run_1/sizing.png
The bar under the picture is 50 um long.
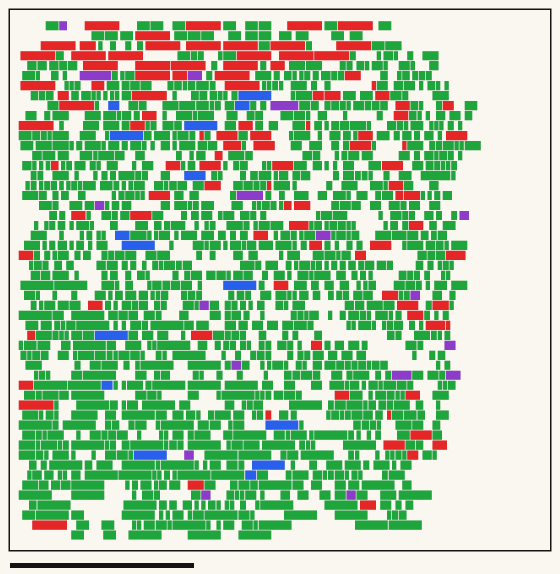
run_1/congestion_map.png
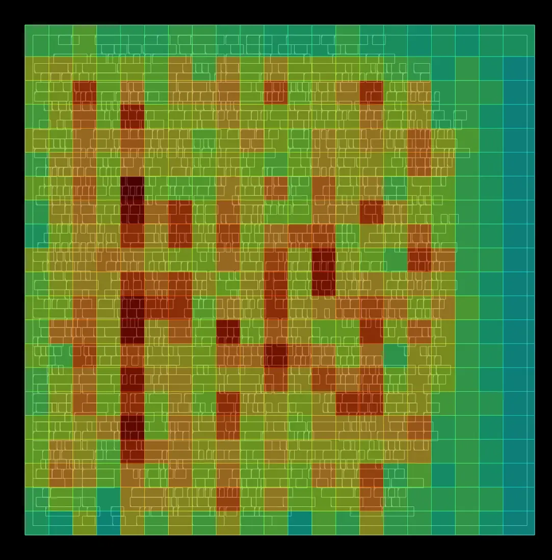
run_1/class_map.png
The bar under the picture is 50 um long.
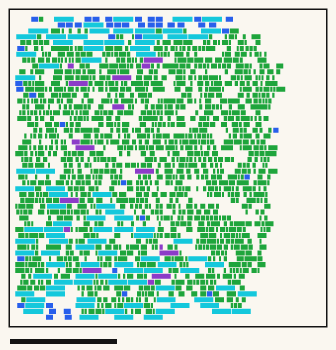
### src/rtl/top_module_display.sv
// Fibonacci generator that steps once per TICK_DIV clocks and shows the current
// value on five active-low 7-segment digits, with leading zeros blanked.
module top_module_display #(
  parameter int TICK_DIV = 50_000_000
) (
  input  logic       clk,
  input  logic       reset,
  output logic [6:0] hex_4,
  output logic [6:0] hex_3,
  output logic [6:0] hex_2,
  output logic [6:0] hex_1,
  output logic [6:0] hex_0
);

  localparam logic [25:0] TICK_LAST  = 26'(TICK_DIV - 1);
  localparam logic [16:0] WRAP_LIMIT = 17'd99999;
  localparam logic [6:0]  SEG_BLANK  = 7'b1111111;
  localparam logic [6:0]  SEG_ZERO   = 7'b1000000;

  function automatic logic [6:0] seg7(input logic [3:0] value);
    logic [6:0] seg;
    seg = SEG_BLANK;
    case (value)
      4'd0: seg = 7'b1000000;
      4'd1: seg = 7'b1111001;
      4'd2: seg = 7'b0100100;
      4'd3: seg = 7'b0110000;
      4'd4: seg = 7'b0011001;
      4'd5: seg = 7'b0010010;
      4'd6: seg = 7'b0000010;
      4'd7: seg = 7'b1111000;
      4'd8: seg = 7'b0000000;
      4'd9: seg = 7'b0010000;
      default: seg = SEG_BLANK;
    endcase
    return seg;
  endfunction

  // Step-rate divider
  logic [25:0] count_reg, count_next;
  logic        tick;

  always_comb begin
    tick       = (count_reg == TICK_LAST);
    count_next = tick ? 26'd0 : count_reg + 26'd1;
  end

  always_ff @(posedge clk or posedge reset) begin
    if (reset) count_reg <= 26'd0;
    else       count_reg <= count_next;
  end

  // Generator pair: a is displayed, b is the next term.
  logic [16:0] a_reg, a_next;
  logic [16:0] b_reg, b_next;

  always_comb begin
    a_next = a_reg;
    b_next = b_reg;
    if (tick) begin
      if (b_reg > WRAP_LIMIT) begin
        a_next = 17'd0;
        b_next = 17'd1;
      end else begin
        // Only taken while b <= 99999, so the sum stays below 2^17.
        a_next = b_reg;
        b_next = a_reg + b_reg;
      end
    end
  end

  always_ff @(posedge clk or posedge reset) begin
    if (reset) begin
      a_reg <= 17'd0;
      b_reg <= 17'd1;
    end else begin
      a_reg <= a_next;
      b_reg <= b_next;
    end
  end

  // Double-dabble; a never exceeds 99999 so five BCD digits suffice.
  logic [19:0] bcd;

  always_comb begin
    bcd = 20'd0;
    for (int i = 16; i >= 0; i--) begin
      for (int d = 0; d < 5; d++) begin
        if (bcd[d*4 +: 4] >= 4'd5) bcd[d*4 +: 4] = bcd[d*4 +: 4] + 4'd3;
      end
      bcd = {bcd[18:0], a_reg[i]};
    end
  end

  logic [3:0] digit [5];
  logic [5:1] lead_zero;
  logic [6:0] hex_out [5];

  generate
    for (genvar gi = 0; gi < 5; gi++) begin : g_digit
      localparam logic [6:0] SEG_RESET = (gi == 0) ? SEG_ZERO : SEG_BLANK;
      logic [6:0] seg_reg, seg_next;

      assign digit[gi] = bcd[gi*4 +: 4];

      // lead_zero[i]: digit i and every digit above it are zero.
      if (gi == 4) begin : g_top
        assign lead_zero[gi] = (digit[gi] == 4'd0);
      end else if (gi > 0) begin : g_mid
        assign lead_zero[gi] = lead_zero[gi+1] & (digit[gi] == 4'd0);
      end

      if (gi == 0) begin : g_units
        assign seg_next = seg7(digit[gi]);
      end else begin : g_upper
        assign seg_next = lead_zero[gi] ? SEG_BLANK : seg7(digit[gi]);
      end

      always_ff @(posedge clk or posedge reset) begin
        if (reset) seg_reg <= SEG_RESET;
        else       seg_reg <= seg_next;
      end

      assign hex_out[gi] = seg_reg;
    end
  endgenerate

  assign hex_0 = hex_out[0];
  assign hex_1 = hex_out[1];
  assign hex_2 = hex_out[2];
  assign hex_3 = hex_out[3];
  assign hex_4 = hex_out[4];

endmodule

### config.mk
export PLATFORM = sky130hd
export DESIGN_NAME = top_module_display
export DESIGN_NICKNAME = d
export VERILOG_FILES = /design/src/rtl/top_module_display.sv
export SDC_FILE = /design/constraint.sdc
export NUM_CORES = 1
export LEC_CHECK = 0
export CORE_MARGIN = 2
export CORE_UTILIZATION = 54
export DETAILED_ROUTE_END_ITERATION = 12
export PLACE_DENSITY = 0.79
export SLEW_MARGIN = 20
export SYNTH_ARGS = -nofsm -noshare
export SYNTH_HDL_FRONTEND = slang
export SYNTH_SLANG_ARGS = --single-unit
### constraint.sdc
create_clock -name clk -period 21.8 [get_ports clk]
set_input_delay 2.18 -clock clk [delete_from_list [all_inputs] [get_ports clk]]
set_output_delay 2.18 -clock clk [all_outputs]
set_load 0.1 [all_outputs]
==> results.sh, run 1 <==
# implementation run metrics
export IMPL_cp_num_cells=61
export IMPL_p_comb_share_pct=1.1
export IMPL_die_w_um=147
export IMPL_fp_util_pct=54.8
export IMPL_cpMostUsedCell="ha_1"
export IMPL_wl_met2_um=11600
export IMPL_syn2layout_area_growth_pct=7.74
export IMPL_layout_min_cycle_time_ns=15.22
export IMPL_drtIter0Drc=791
export IMPL_slowest_delay_ns=0.61
export IMPL_powerComb_mw=0.00363
export IMPL_taps=270
export IMPL_clock_path_buffers=2
export IMPL_num_io_pins=37
export IMPL_rsz0062_at_grt="false"
export IMPL_final_layout_size_suffix_gt1_share_pct=9.53
export IMPL_sh_seq_area_pct=20.3
export IMPL_antenna_found_initial=0
export IMPL_ys_warn_count=0
export IMPL_path_max_fanout=13
export IMPL_grt_overflow_total=0
export IMPL_reg2reg_depth=61
export IMPL_seq_cell_power_mw=0.176
export IMPL_first_pass_iters=5
export IMPL_h_tree_depth=3
export IMPL_synth_top_flop_cell="dfrtp_1"
export IMPL_first_global_vias=9588
export IMPL_synthCells=1397
export IMPL_r2r_setup_slack_ns=6.58
export IMPL_synth_area_mm2=0.0111
export IMPL_min_to="count_reg[4]$_DFF_PP0_"
export IMPL_muxShareOfSynthArea_pct=4.44
export IMPL_worst_slack_ns=6.58
export IMPL_coreArea_mm2=0.0202
export IMPL_ys_flops=95
export IMPL_highest_signal_layer="met4"
export IMPL_ys_cells=1397
export IMPL_routed_wl_met3_um=778
export IMPL_status="complete, no violations"
export IMPL_reg2reg_from="a_reg[15]$_DFFE_PP0N_"
Back to the opening pictures, sizing.png:
Key: blue = x6 and larger [cells 15]; purple = x3 and x4 [cells 17]; red = x2 [cells 102]; green = x1 and smaller [cells 1272]

Back to the opening pictures, congestion_map.png:
core occupancy in the finished layout: 59.1%
GRT busiest layer: met2
Total GRT Usage: 22.9%
WL/cell: 14.8 um

Back to the opening pictures, class_map.png:
Key: purple = clock drivers and dummy loads [cells 16]; green = remaining logic cells [cells 1251]; cyan = registers [cells 95]; blue = remaining buffers and delay cells [cells 44]

run_1/ff_map.png
The bar under the picture is 50 um long. Other sequential cells in the stronger grey, the rest of the logic in the fainter grey.
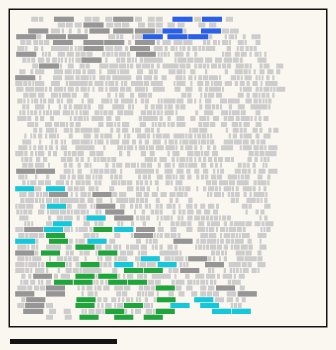

## Run 2: what changed since run 1
==> constraint.sdc (replaced) <==
create_clock -name clk -period 15.38 [get_ports clk]
set_input_delay 1.538 -clock clk [delete_from_list [all_inputs] [get_ports clk]]
set_output_delay 1.538 -clock clk [all_outputs]
set_load 0.1 [all_outputs]
run_2/ff_map.png
The bar under the picture is 50 um long. Other sequential cells in the stronger grey, the rest of the logic in the fainter grey.
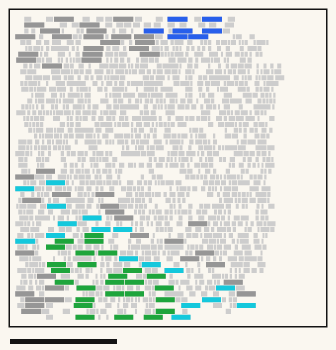
Key: green = count_reg [sequential cells 26]; cyan = b_reg [sequential cells 17]; blue = hex_4 [sequential cells 7, where top centre]
Another 45 sequential cells are not coloured.

run_2/sizing.png
The bar under the picture is 50 um long.
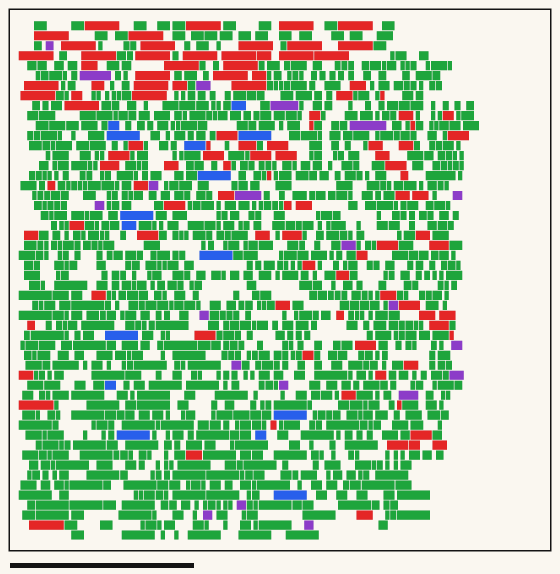
Key: red = x2 [cells 107]; blue = x6 and larger [cells 15]; green = x1 and smaller [cells 1266]; purple = x3 and x4 [cells 20]

==> run 2 against run 1 <==
  * Global-route usage up 0.77 points
  * Maximum frequency up 6.6%
  * Clock-buffer cell count unchanged
  * Via count up 1.2%
  * Largest cell class unchanged
  * Largest power group unchanged
  * Synthesized cell count unchanged
==> results.sh, run 2 <==
# implementation run metrics
export IMPL_reg2reg_depth=64
export IMPL_clock_path_buffers=2
export IMPL_powerComb_mw=0.00517
export IMPL_ys_flops=95
export IMPL_grt_use_total_pct=23.6
export IMPL_layout_min_cycle_time_ns=14.28
export IMPL_reg2reg_from="a_reg[15]$_DFFE_PP0N_"
export IMPL_num_io_pins=37
export IMPL_path_max_fanout=11
export IMPL_worst_slack_ns=1.10
export IMPL_seq_cell_power_mw=0.250
export IMPL_busiest_layer="met2"
export IMPL_wl_met2_um=12100
export IMPL_final_layout_size_suffix_gt1_share_pct=10.1
export IMPL_ys_warn_count=0
export IMPL_cp_num_cells=64
export IMPL_r2r_setup_slack_ns=1.10
export IMPL_status="complete, no violations"
export IMPL_die_w_um=147
export IMPL_sh_seq_area_pct=20.2
export IMPL_coreArea_mm2=0.0202
export IMPL_wl_per_cell_um=15.3
export IMPL_synthCells=1397
export IMPL_grt_overflow_total=0
export IMPL_min_to="count_reg[4]$_DFF_PP0_"
export IMPL_synth_top_flop_cell="dfrtp_1"
export IMPL_first_global_vias=9795
export IMPL_first_pass_iters=5
Power figures rest on the tool's default switching activity, not on a simulated workload.
